--- config.mk ---
export PLATFORM = sky130hd
export DESIGN_NAME = request_scheduler
export DESIGN_NICKNAME = d
export VERILOG_FILES = /design/src/rtl/elevator_pkg.sv /design/src/rtl/floor_select.sv /design/src/rtl/request_scheduler.sv
export SDC_FILE = /design/constraint.sdc
export NUM_CORES = 1
export LEC_CHECK = 0
export ABC_AREA = 1
export CELL_PAD_IN_SITES_DETAIL_PLACEMENT = 1
export CELL_PAD_IN_SITES_GLOBAL_PLACEMENT = 1
export CORE_MARGIN = 5
export CORE_UTILIZATION = 25
export CTS_CLUSTER_DIAMETER = 120
export DETAILED_ROUTE_END_ITERATION = 10
export GPL_TIMING_DRIVEN = 0
export PLACE_DENSITY = 0.63
export SYNTH_ARGS = -nofsm -noshare
export SYNTH_HDL_FRONTEND = slang
export SYNTH_SLANG_ARGS = --single-unit
--- constraint.sdc ---
create_clock -name clk -period 7.88 [get_ports clk]
set_clock_uncertainty 0.1 [all_clocks]
set_input_delay 1.576 -clock clk [delete_from_list [all_inputs] [get_ports clk]]
set_output_delay 1.576 -clock clk [all_outputs]
set_load 0.1 [all_outputs]
--- src/rtl/elevator_pkg.sv ---
// Shared types and constants for the elevator controller: floor indices,
// scheduler states and the travel direction used by the request scheduler.
package elevator_pkg;

  localparam int N_FLOORS = 8;
  localparam int FLOOR_W  = 3;

  typedef logic [FLOOR_W-1:0] floor_t;

  typedef enum logic [1:0] {
    IDLE,
    UP,
    DOWN
  } sched_state_t;

  typedef enum logic {
    DIR_UP,
    DIR_DOWN
  } dir_t;

  // One-hot mask with only the bit of floor f set.
  function automatic logic [N_FLOORS-1:0] floor_mask(input floor_t f);
    logic [N_FLOORS-1:0] m;
    m    = '0;
    m[f] = 1'b1;
    return m;
  endfunction

endpackage

--- src/rtl/floor_select.sv ---
// Combinational priority finder for the scheduler. Reports the lowest
// pending floor at or above the car, the highest pending floor at or below
// it, whether anything lies ahead in the current direction, and the nearest
// pending floor (ties resolved towards the floor above).
module floor_select
  import elevator_pkg::*;
(
  input  logic [N_FLOORS-1:0] pending,
  input  floor_t              cur_floor,
  input  dir_t                dir,
  output logic                found_up,
  output floor_t              target_up,
  output logic                found_down,
  output floor_t              target_down,
  output logic                found_ahead,
  output floor_t              target_near
);

  floor_t dist_up;
  floor_t dist_down;

  // Scan downwards so the last hit kept is the lowest pending floor >= car.
  always_comb begin
    found_up  = 1'b0;
    target_up = '0;
    for (int i = N_FLOORS - 1; i >= 0; i--) begin
      if (pending[i] && (i >= int'(cur_floor))) begin
        found_up  = 1'b1;
        target_up = floor_t'(i);
      end
    end
  end

  // Scan upwards so the last hit kept is the highest pending floor <= car.
  always_comb begin
    found_down  = 1'b0;
    target_down = '0;
    for (int i = 0; i < N_FLOORS; i++) begin
      if (pending[i] && (i <= int'(cur_floor))) begin
        found_down  = 1'b1;
        target_down = floor_t'(i);
      end
    end
  end

  assign found_ahead = (dir == DIR_UP) ? found_up : found_down;

  // Nearest pending floor; an equal distance goes to the floor above.
  always_comb begin
    dist_up     = target_up - cur_floor;
    dist_down   = cur_floor - target_down;
    target_near = cur_floor;
    if (found_up && found_down) begin
      target_near = (dist_up <= dist_down) ? target_up : target_down;
    end else if (found_up) begin
      target_near = target_up;
    end else if (found_down) begin
      target_near = target_down;
    end
  end

endmodule

--- src/rtl/request_scheduler.sv ---
// Request scheduler for the elevator controller. Latches call buttons into a
// pending register, retires requests when the door opens at their floor and
// picks the next floor with a direction-preserving SCAN policy.
module request_scheduler
  import elevator_pkg::*;
(
  input  logic                clk,
  input  logic                reset,
  input  logic [N_FLOORS-1:0] btn,
  input  logic [FLOOR_W-1:0]  etaj_curent,
  input  logic                door_status,
  output logic [FLOOR_W-1:0]  etaj_cerut,
  output logic [N_FLOORS-1:0] pending,
  output logic                idle
);

  floor_t              etaj_s1;
  floor_t              etaj_s2;
  floor_t              etaj_s3;
  floor_t              cur_floor;
  logic                door_s1;
  logic                door_s2;
  logic                door_open;
  logic [N_FLOORS-1:0] btn_prev;
  logic [N_FLOORS-1:0] btn_rise;
  logic [N_FLOORS-1:0] clear_mask;
  logic                drop_q;
  logic                update_ok;
  sched_state_t        state;
  dir_t                dir;

  logic   found_up;
  floor_t target_up;
  logic   found_down;
  floor_t target_down;
  logic   found_ahead;
  floor_t target_near;

  // Bring the slow-domain floor and door signals across; floor only updates on two equal samples.
  always_ff @(posedge clk) begin
    if (reset) begin
      etaj_s1   <= '0;
      etaj_s2   <= '0;
      etaj_s3   <= '0;
      cur_floor <= '0;
      door_s1   <= 1'b0;
      door_s2   <= 1'b0;
    end else begin
      etaj_s1 <= etaj_curent;
      etaj_s2 <= etaj_s1;
      etaj_s3 <= etaj_s2;
      if (etaj_s2 == etaj_s3) begin
        cur_floor <= etaj_s2;
      end
      door_s1 <= door_status;
      door_s2 <= door_s1;
    end
  end

  assign door_open  = door_s2;
  assign btn_rise   = btn & ~btn_prev;
  assign clear_mask = door_open ? floor_mask(cur_floor) : '0;
  assign idle       = ~|pending;
  assign update_ok  = ~door_open | drop_q;

  // Capture button edges and retire the served floor; a clear beats a simultaneous set.
  always_ff @(posedge clk) begin
    if (reset) begin
      pending  <= '0;
      btn_prev <= '0;
      drop_q   <= 1'b0;
    end else begin
      pending  <= (pending | btn_rise) & ~clear_mask;
      btn_prev <= btn;
      drop_q   <= |(pending & clear_mask);
    end
  end

  floor_select u_floor_select (
    .pending     (pending),
    .cur_floor   (cur_floor),
    .dir         (dir),
    .found_up    (found_up),
    .target_up   (target_up),
    .found_down  (found_down),
    .target_down (target_down),
    .found_ahead (found_ahead),
    .target_near (target_near)
  );

  // SCAN state machine; target is frozen while the door is open unless a request was just retired.
  always_ff @(posedge clk) begin
    if (reset) begin
      state      <= IDLE;
      dir        <= DIR_UP;
      etaj_cerut <= '0;
    end else if (update_ok) begin
      case (state)
        IDLE: begin
          if (idle) begin
            etaj_cerut <= cur_floor;
          end else begin
            etaj_cerut <= target_near;
            if (target_near > cur_floor) begin
              state <= UP;
              dir   <= DIR_UP;
            end else if (target_near < cur_floor) begin
              state <= DOWN;
              dir   <= DIR_DOWN;
            end
          end
        end
        UP: begin
          if (idle) begin
            state      <= IDLE;
            etaj_cerut <= cur_floor;
          end else if (found_ahead) begin
            etaj_cerut <= target_up;
          end else begin
            state      <= DOWN;
            dir        <= DIR_DOWN;
            etaj_cerut <= target_down;
          end
        end
        DOWN: begin
          if (idle) begin
            state      <= IDLE;
            etaj_cerut <= cur_floor;
          end else if (found_ahead) begin
            etaj_cerut <= target_down;
          end else begin
            state      <= UP;
            dir        <= DIR_UP;
            etaj_cerut <= target_up;
          end
        end
        default: begin
          state      <= IDLE;
          etaj_cerut <= cur_floor;
        end
      endcase
    end
  end

endmodule
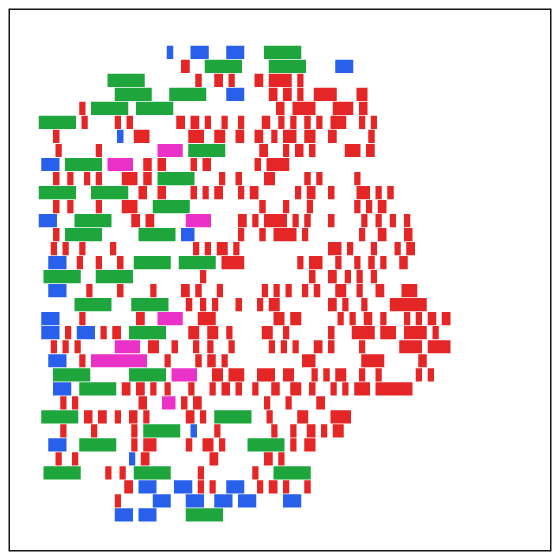
run_1/placement_by_type.png
[green] sequential cells | cells: 37 | share of their area: 28%
[magenta] clock drivers and dummy loads | cells: 8 | share of their area: 4.6%
[blue] remaining buffers and delay cells | cells: 29 | share of their area: 10%
[red] combinational and other logic | cells: 297 | share of their area: 57%
final core occ: 31.4%
flop share of the area: 27.0%
final design area excluding fillers: 0.00274 mm²
# rows: 34

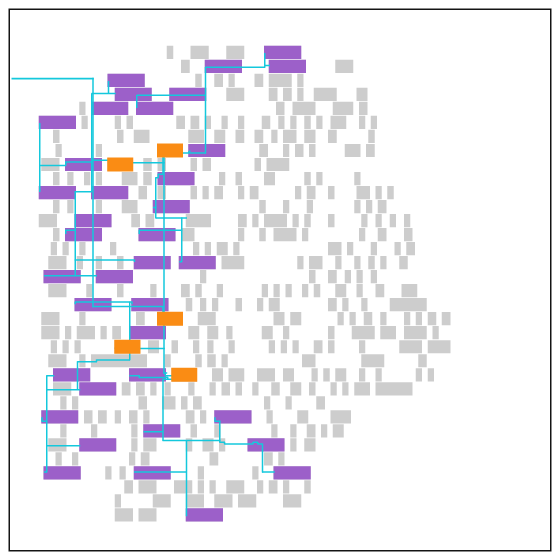
run_1/clk_routes.png
[purple] flip-flops | count: 37
[orange] clock drivers | count: 5
[cyan] clock wires | length: 505 µm
routed clock nets: 6

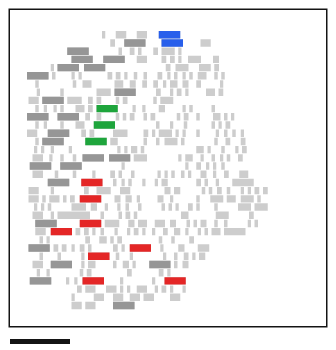
run_1/flops_by_reg.png
Scale bar: 20 µm. Other sequential cells in the stronger grey, the rest of the logic in the fainter grey.
[red] `pending` | placed flops: 8
[green] `cur_floor` | placed flops: 3
[blue] `state` | placed flops: 2
sequential power: 0.226 mW
flip-flop and latch area: 741 µm²

==> results.txt, run 1 <==
fresh numbers from the pnr run: status=finished clean, CTS tree=done, cell type with the largest total area=dfxtp_1, CP Data Required Time=around 8000 ps, Slew Viols, Final=0, setup TNS=0 ps, I/O Buffers=24, Clock Pin Slew Worst Setup and Hold Paths=around 80 ps, unrepaired setup endpoints after global routing=no, clock power share=a little over a fifth, most frequent logic cell in the layout=nand2_1, die area=~0.011 mm², Post-DP Area=between 0.002 and 0.003 mm², clock sink count=37, vias in the first global route=2261, Yosys Chip Area=~0.0022 mm², Net Sw Power=0.344 mW, Worst Reg-to-Reg Cells=28, Synth flops=37, post_cts resized=0, Inserted Clock Buffers=5, Max Root-Sink Buffers=2, Worst Setup Path Type=flop to flop, Slew @ Worst Pin=980 ps
## run 1: kinds of logic (layout without fill, tap and decap cells)
group	Yosys count	in the layout	share of synthesized area [%]
compound gates	52	52	12.7
xor+xnor	6	6	2.34
fa+ha+maj	14	14	8.47
buf+inv	63	95	10.8
flops	37	37	33.0
simple gates	167	167	32.7
## run 1: Yosys cell counts (2+ instances only)
cell       n
xnor2_1    5
nand3_1   20
o22ai_1    2
o31ai_1    2
clkbuf_1   2
nor2_2     4
nand2_2    8
dfxtp_1   37
nand4_1    2
nand2_1   84
o21ai_0   20
nand3_2    2
a21oi_1   20
buf_1      2
or2_4      2
fa_1       2
a31oi_1    2
inv_2      3
inv_1     54
nor2_1    39
ha_1      12
## run 1: sequential cells by signal, summed over array words and instances (netlist names)
signal      cells
drop_q          1
etaj_s3         3
door_open       1
door_s1         1
etaj_s1         3
dir             1
cur_floor       3
state           2
pending         8
etaj_cerut      3
btn_prev        8
etaj_s2         3
## run 1: worst max path at each step
stage	end	slack [ps]	cells past startpoint
final	dir$_SDFFE_PP0P_	2740	28
after detailed placement	dir$_SDFFE_PP0P_	2720	28
after global routing	dir$_SDFFE_PP0P_	2170	28
after floorplan	dir$_SDFFE_PP0P_	3140	26
after global placement	dir$_SDFFE_PP0P_	2890	28
after CTS	dir$_SDFFE_PP0P_	2670	28
## run 1: critical path: cells and delay by family, from the launching register on
kind	cells	cell delay, ps
buf+inv	3	270
compound gates	7	1220
flops	1	620
simple gates	12	1280
xor+xnor	2	320
fa+ha+maj	4	1230
## run 1: final cells by class
cell class                 count  area (µm²)  area share (%)
buffer                         5        22.5           0.822
tap                          108         135            4.93
multi-input combinational    239        1260            46.1
clock buffer                   6        82.6            3.01
sequential                    37         741            27.0
clock inverter                 2        37.5            1.37
inverter                      58         220            8.03
timing repair buffer          24         240            8.76
## run 1: through the flow
stage | utilization (%) | hold slack, ps | power, mW | std cells | worst slack [ps]
2_1_floorplan | - | 288 | 0.516 | 339 | 3140
3_3_place_gp | 30.1 | 291 | 0.603 | 471 | 2890
3_5_place_dp | 30.1 | 300 | 0.615 | 471 | 2720
4_1_cts | 31.4 | 312 | 0.791 | 479 | 2670
5_1_grt | 31.4 | 329 | 0.850 | 479 | 2170
6_report | 31.4 | 308 | 0.779 | 479 | 2740
## run 1: layer usage
layer | GRT usage [%] | vias to the layer above | wire length, µm
met5 | 0 | - | 0
met4 | 3.84 | 0 | 87
met3 | 1.54 | 7 | 160
met2 | 21.3 | 28 | 3080
met1 | 14.3 | 1003 | 2790
li1 | - | 1116 | -
## run 1: power groups by stage
stage,combinational [mW],sequential (mW),clock (mW)
after floorplan,0.225,0.291,0
after global placement,0.373,0.230,0
after detailed placement,0.384,0.231,0
after CTS,0.386,0.227,0.178
after global routing,0.434,0.230,0.186
final,0.383,0.226,0.171
==> run 2, diff against run 1 <==
--- a/config.mk
+++ b/config.mk
@@ -13,7 +13,7 @@
 export CTS_CLUSTER_DIAMETER = 120
 export DETAILED_ROUTE_END_ITERATION = 10
 export GPL_TIMING_DRIVEN = 0
-export PLACE_DENSITY = 0.63
+export PLACE_DENSITY = 0.65
 export SYNTH_ARGS = -nofsm -noshare
 export SYNTH_HDL_FRONTEND = slang
 export SYNTH_SLANG_ARGS = --single-unit
==> constraint.sdc (replaced) <==
create_clock -name clk -period 4.4 [get_ports clk]
set_clock_uncertainty 0.1 [all_clocks]
set_input_delay 0.88 -clock clk [delete_from_list [all_inputs] [get_ports clk]]
set_output_delay 0.88 -clock clk [all_outputs]
set_load 0.1 [all_outputs]
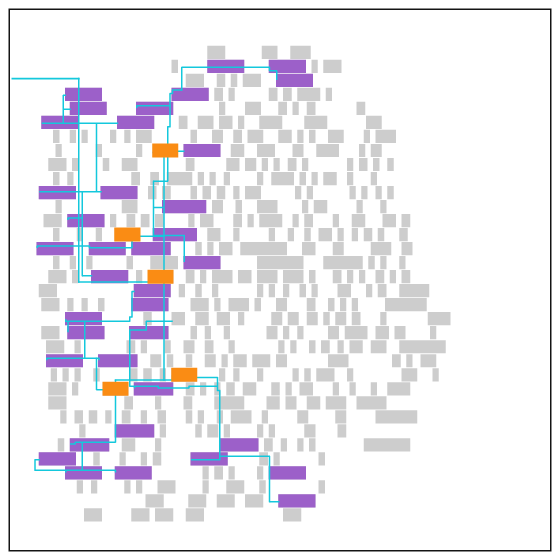
run_2/clk_routes.png
[cyan] clock wires | length: 492 µm
[orange] clock drivers | count: 5
[purple] flip-flops | count: 37
routed clock nets: 6
clk_lat worst skew: 280 ps
Clock net power: 0.239 mW
clock power share: 14.8%

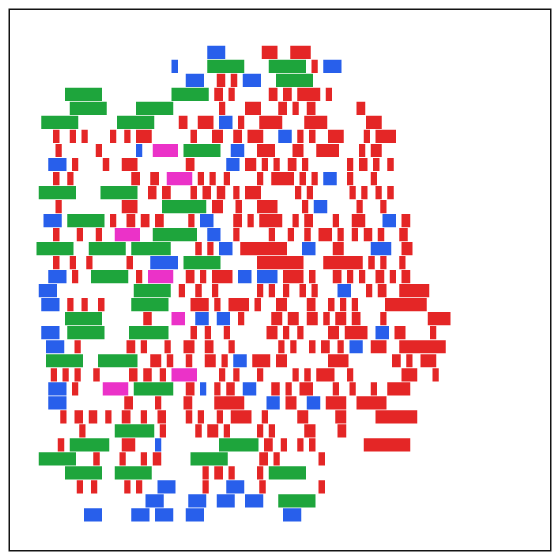
run_2/placement_by_type.png
[green] sequential cells | cells: 37 | share of their area: 25%
[magenta] clock drivers and dummy loads | cells: 7 | share of their area: 3.0%
[red] combinational and other logic | cells: 297 | share of their area: 56%
[blue] remaining buffers and delay cells | cells: 52 | share of their area: 15%
flop share of the area: 24.4%
CORE AREA: 0.00872 mm²
final core occ: 35.6%

==> run 2 against run 1 <==
  * The flow now finishes with violations (negative setup slack)
  * Critical path type unchanged
  * Utilization rose by 4.2 points
  * Sequential power rose by about 80%
  * Die area did not move
  * First-iteration DRC count fell by 19%
==> results.txt, run 2 <==
fresh numbers from the pnr run: most frequent logic cell in the layout=nand2_1, WHS Path Cells=2, Synth Area per Inst=around 6.6 µm², Max Root-Sink Buffers=2, worst hold margin=around 300 ps, most frequent cell after synthesis=nand2_1, CTS H-Tree Depth=2, initial DRC count=about 62, Via density=4.59, post-route insts no fill=501, Slew Viols, Final=0, largest net degree at the start of global routing=12, VDD IR-drop max=about 0.17 mV, Clock Pin Slew Worst Setup and Hold Paths=roughly 70 ps, Yosys Chip Area=about 0.0022 mm², clock sink count=37, CP Capture Type=flop, I/O Buffers=24, die area=0.0110 mm², Syn Inst Count=339, Final period util=101%, placed cells=between 400 and 500, Synth flops=37, Wirelength per Cell=13.1 µm, Worst Reg-to-Reg Cells=29, Async SR Flop Fraction=0%, unrepaired setup endpoints after global routing=yes, cell type with the largest total area=dfxtp_1, Final WS setup=-30.5 ps, vias in the first global route=around 2500, EDFF count, synth=0, top cells by count, synth=nand2_1 (84), inv_1 (54), nor2_1 (39), dfxtp_1 (37), Die Span X=~100 µm, failing checks=negative setup slack, Design Power=approximately 1.6 mW, Post-DP Area=between 0.002 and 0.003 mm², Total Nets Final=421, P&R area growth vs syn=38.2%, Top Registers=btn_prev: 8 flops, pending: 8 flops, Cell Type Count=36, Setup-failing EPs final=1, # rows=34, Worst Setup Path Type=flop to flop, CP Data Required Time=~4500 ps, CTS tree=done, final design area excluding fillers=0.00310 mm², Inserted Clock Buffers=5, status=complete, but fails checks, Slew @ Worst Pin=slightly below 1000 ps
==> run 2: cell counts after synthesis <==
Identical to the previous run, type by type.
==> run 2: layout make-up <==
cell class	instances	area, µm²	area share, %
multi-input cells	239	1440	46.5
clock buffers	6	82.6	2.66
clock inverters	1	7.51	0.242
plain buffers	5	30.0	0.967
well taps	108	135	4.35
repair buffers	47	420	13.5
inverters	58	228	7.34
flip-flops and latches	37	757	24.4
==> run 2: critical path: cells and delay by family, from the launching register on <==
family          cells  cell delay [ps]
fa+ha+maj           4              960
flops               1              330
compound gates      8             1150
xor+xnor            2              410
simple gates       10              960
buf+inv             5              410
==> run 2: what timing repair did <==
item,CTS,global route
pin swaps,20,27
buffers inserted,16,8
setup endpoints to repair,3,3
gates resized,35,23
==> run 2: through the flow <==
stage	setup slack (ps)	setup TNS, ps
global placement	-617	-1660
CTS	-152	-152
floorplan	28.2	0
global route	-292	-686
finish	-30.5	-30.5
detailed placement	-726	-1950
==> run 2: cells by family (layout without fill, tap and decap cells) <==
kind of cell	after synthesis	after routing	synth area share, %
AND/OR/NAND/NOR	167	167	32.7
buffers and inverters	63	117	10.8
AND-OR/OR-AND	52	52	12.7
flip-flops	37	37	33.0
adder cells (fa/ha/maj)	14	14	8.47
XOR/XNOR	6	6	2.34
==> run 2: path summary, 6_finish.rpt <==
path	from	end	slack, ps
max	cur_floor[2]$_SDFFE_PP0N_	dir$_SDFFE_PP0P_	-30
min	door_s1$_SDFF_PP0_	door_open$_SDFF_PP0_	300
max reg2reg	cur_floor[2]$_SDFFE_PP0N_	dir$_SDFFE_PP0P_	-30
min reg2reg	door_s1$_SDFF_PP0_	door_open$_SDFF_PP0_	300
==> run 2: metal layers <==
layer  global-route usage, %  part of all wire, %  vias up
li1                        -                    -     1169
met5                       0                    0        -
met3                    1.42                  1.1        8
met1                    14.3                   45     1108
met2                    22.5                   53       17
met4                    4.29                  1.5        0
==> run 2: where the power goes <==
group          total [mW]  switching [mW]  internal, mW
Sequential          0.406          0.0324         0.374
Clock               0.239           0.116         0.124
Combinational       0.975           0.576         0.399
Total                1.62           0.724         0.896
==> run 3, diff against run 2 <==
--- a/config.mk
+++ b/config.mk
@@ -8,6 +8,7 @@
 export ABC_AREA = 1
 export CELL_PAD_IN_SITES_DETAIL_PLACEMENT = 1
 export CELL_PAD_IN_SITES_GLOBAL_PLACEMENT = 1
+export CORE_ASPECT_RATIO = 0.5
 export CORE_MARGIN = 5
 export CORE_UTILIZATION = 25
 export CTS_CLUSTER_DIAMETER = 120
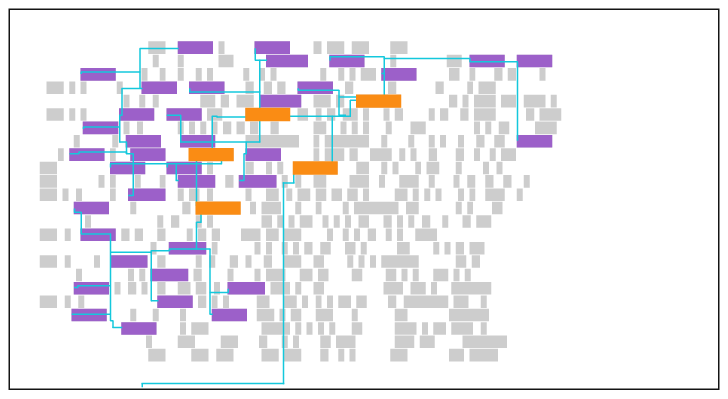
run_3/clk_routes.png
[orange] clock drivers | count: 5
[cyan] clock wires | length: 524 µm
[purple] flip-flops | count: 37
routed clock nets: 6

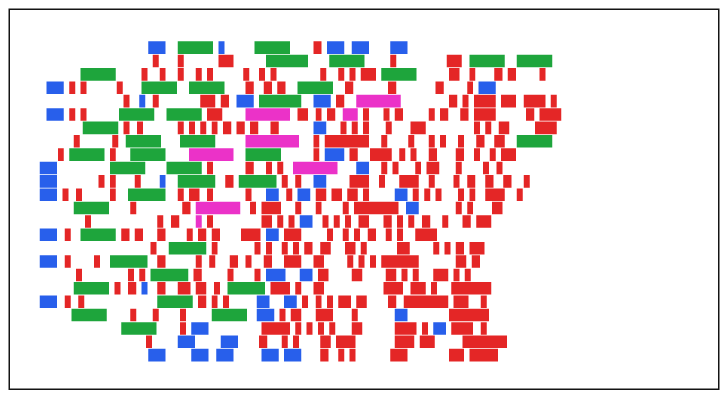
run_3/placement_by_type.png
[green] sequential cells | cells: 37 | share of their area: 25%
[red] combinational and other logic | cells: 297 | share of their area: 56%
[magenta] clock drivers and dummy loads | cells: 8 | share of their area: 5.6%
[blue] remaining buffers and delay cells | cells: 44 | share of their area: 13%

==> run 3 against run 2 <==
  * The flow now finishes without violations
  * Utilization is 0.14 points higher
  * Design area is 0.60% higher
  * Final cell count is 0.40% higher
  * Power is 3.9% higher
  * Critical endpoint unchanged
  * Largest power group unchanged
==> results.txt, run 3 <==
fresh numbers from the pnr run: most frequent cell after synthesis=nand2_1, clk_lat worst skew=around 280 ps, Synth Area per Inst=6.63 µm², Wirelength per Cell=between 10 and 15 µm, Final period util=around 100%, cell type with the largest total area=dfxtp_1, Yosys Chip Area=between 0.002 and 0.0025 mm², # rows=24, placed cells=480, vias in the first global route=roughly 2300, die area=~0.011 mm², Worst Setup Path Type=flop to flop, Clock Pin Slew Worst Setup and Hold Paths=about 60 ps, CTS H-Tree Depth=2, final design area excluding fillers=approximately 0.0031 mm², Total Nets Final=413, P&R area growth vs syn=39.1%, most frequent logic cell in the layout=nand2_1, CTS tree=done, VDD IR-drop max=approximately 0.18 mV, Inserted Clock Buffers=5, Slew Viols, Final=0, I/O Buffers=24, Design Power=between 1.5 and 2 mW, largest net degree at the start of global routing=13, worst hold margin=~300 ps, Slew @ Worst Pin=between 900 and 1000 ps, CP Data Required Time=~4500 ps, unrepaired setup endpoints after global routing=yes, Top Registers=btn_prev: 8 flops, pending: 8 flops, Via density=around 4.4, Max Root-Sink Buffers=2, CORE AREA=0.00874 mm², Async SR Flop Fraction=0%, Synth flops=37, CP Capture Type=flop, Setup-failing EPs final=0, EDFF count, synth=0, top cells by count, synth=nand2_1 (84), inv_1 (54), nor2_1 (39), dfxtp_1 (37), Cell Type Count=36, status=finished clean, Post-DP Area=0.00264 mm², post-route insts no fill=just over 500
==> run 3: cell count changes in the layout (fill, tap and decap cells not counted), sizes merged <==
| cell | previous run | this run |
|---|---|---|
| clkinvlp | 1 | 0 |
| bufinv | 0 | 1 |
| clkinv | 0 | 1 |
| buf | 26 | 18 |
==> run 3: logic make-up after synthesis <==
group,share of synthesized area [%]
DFF,33.0
AOI/OAI and AO/OA,12.7
and+or+nand+nor,32.7
buffers and inverters,10.8
adders and majority gates,8.47
xor gates and xnor gates,2.34
==> run 3: layout make-up <==
type | instances | area [µm²]
Inverter | 58 | 233
Timing Repair Buffer | 39 | 357
Tap cell | 117 | 146
Buffer | 5 | 26.3
Sequential cell | 37 | 757
Multi-Input combinational cell | 239 | 1440
Clock inverter | 2 | 38.8
Fill cell | 1086 | 5620
Clock buffer | 6 | 129
==> run 3: timing repair <==
action | CTS | global route
pin swaps | 13 | 17
setup endpoints to repair | 3 | 3
gates resized | 22 | 32
setup buffers | 9 | 6
==> run 3: worst max-delay path, stage by stage (launching register included) <==
cell	delay [ps]
dfxtp_2	320
buf_6	140
nor2_4	160
nand2_4	80
inv_1	60
o21a_1	160
nand2_2	80
ha_4	160
fa_2	350
xnor2_2	160
xor2_1	170
ha_1	340
nand2_1	80
o21ai_2	170
nand2_4	100
inv_6	80
nor2_4	50
o31ai_4	220
inv_2	70
ha_4	220
a31oi_1	160
nand2_1	100
inv_1	80
o21ai_2	60
a21oi_2	180
nand4_1	140
or2_1	240
a21oi_2	100
==> run 3: final timing paths <==
kind	startpoint	end	slack [ps]	cells after the start
setup / recovery	cur_floor[2]$_SDFFE_PP0N_	dir$_SDFFE_PP0P_	10	27
hold / removal	door_s1$_SDFF_PP0_	door_open$_SDFF_PP0_	300	2
hold reg to reg	door_s1$_SDFF_PP0_	door_open$_SDFF_PP0_	300	2
setup reg to reg	cur_floor[2]$_SDFFE_PP0N_	dir$_SDFFE_PP0P_	10	27
==> run 3: stage by stage <==
stage / utilization [%] / TNS [ps] / setup slack (ps)
finish: 35.7 / 0 / 12.8
global route: 35.7 / -455 / -261
CTS: 33.7 / -11.6 / -11.6
detailed placement: 30.2 / -1750 / -649
global placement: 30.2 / -1610 / -610
floorplan: - / 0 / 28.2
==> run 3: per-layer routing <==
metal / vias up / part of all wire [%] / GRT usage (%) / wire length, µm
met2: 15 / 47 / 20.9 / 3090
met1: 1039 / 50 / 15.7 / 3260
li1: 1156 / - / - / -
met5: - / 0 / 0 / 0
met3: 4 / 1.5 / 2.67 / 97
met4: 0 / 0.97 / 2.54 / 63
==> run 3: report_power, final <==
| group | total (mW) | leakage (nW) | switching [mW] | internal (mW) |
|---|---|---|---|---|
| Clock | 0.405 | 0.0810 | 0.136 | 0.268 |
| Combinational | 0.872 | 1.10 | 0.557 | 0.316 |
| Sequential | 0.407 | 0.310 | 0.0326 | 0.374 |
| Total | 1.68 | 1.49 | 0.725 | 0.958 |
Power and IR drop assume default switching activity.
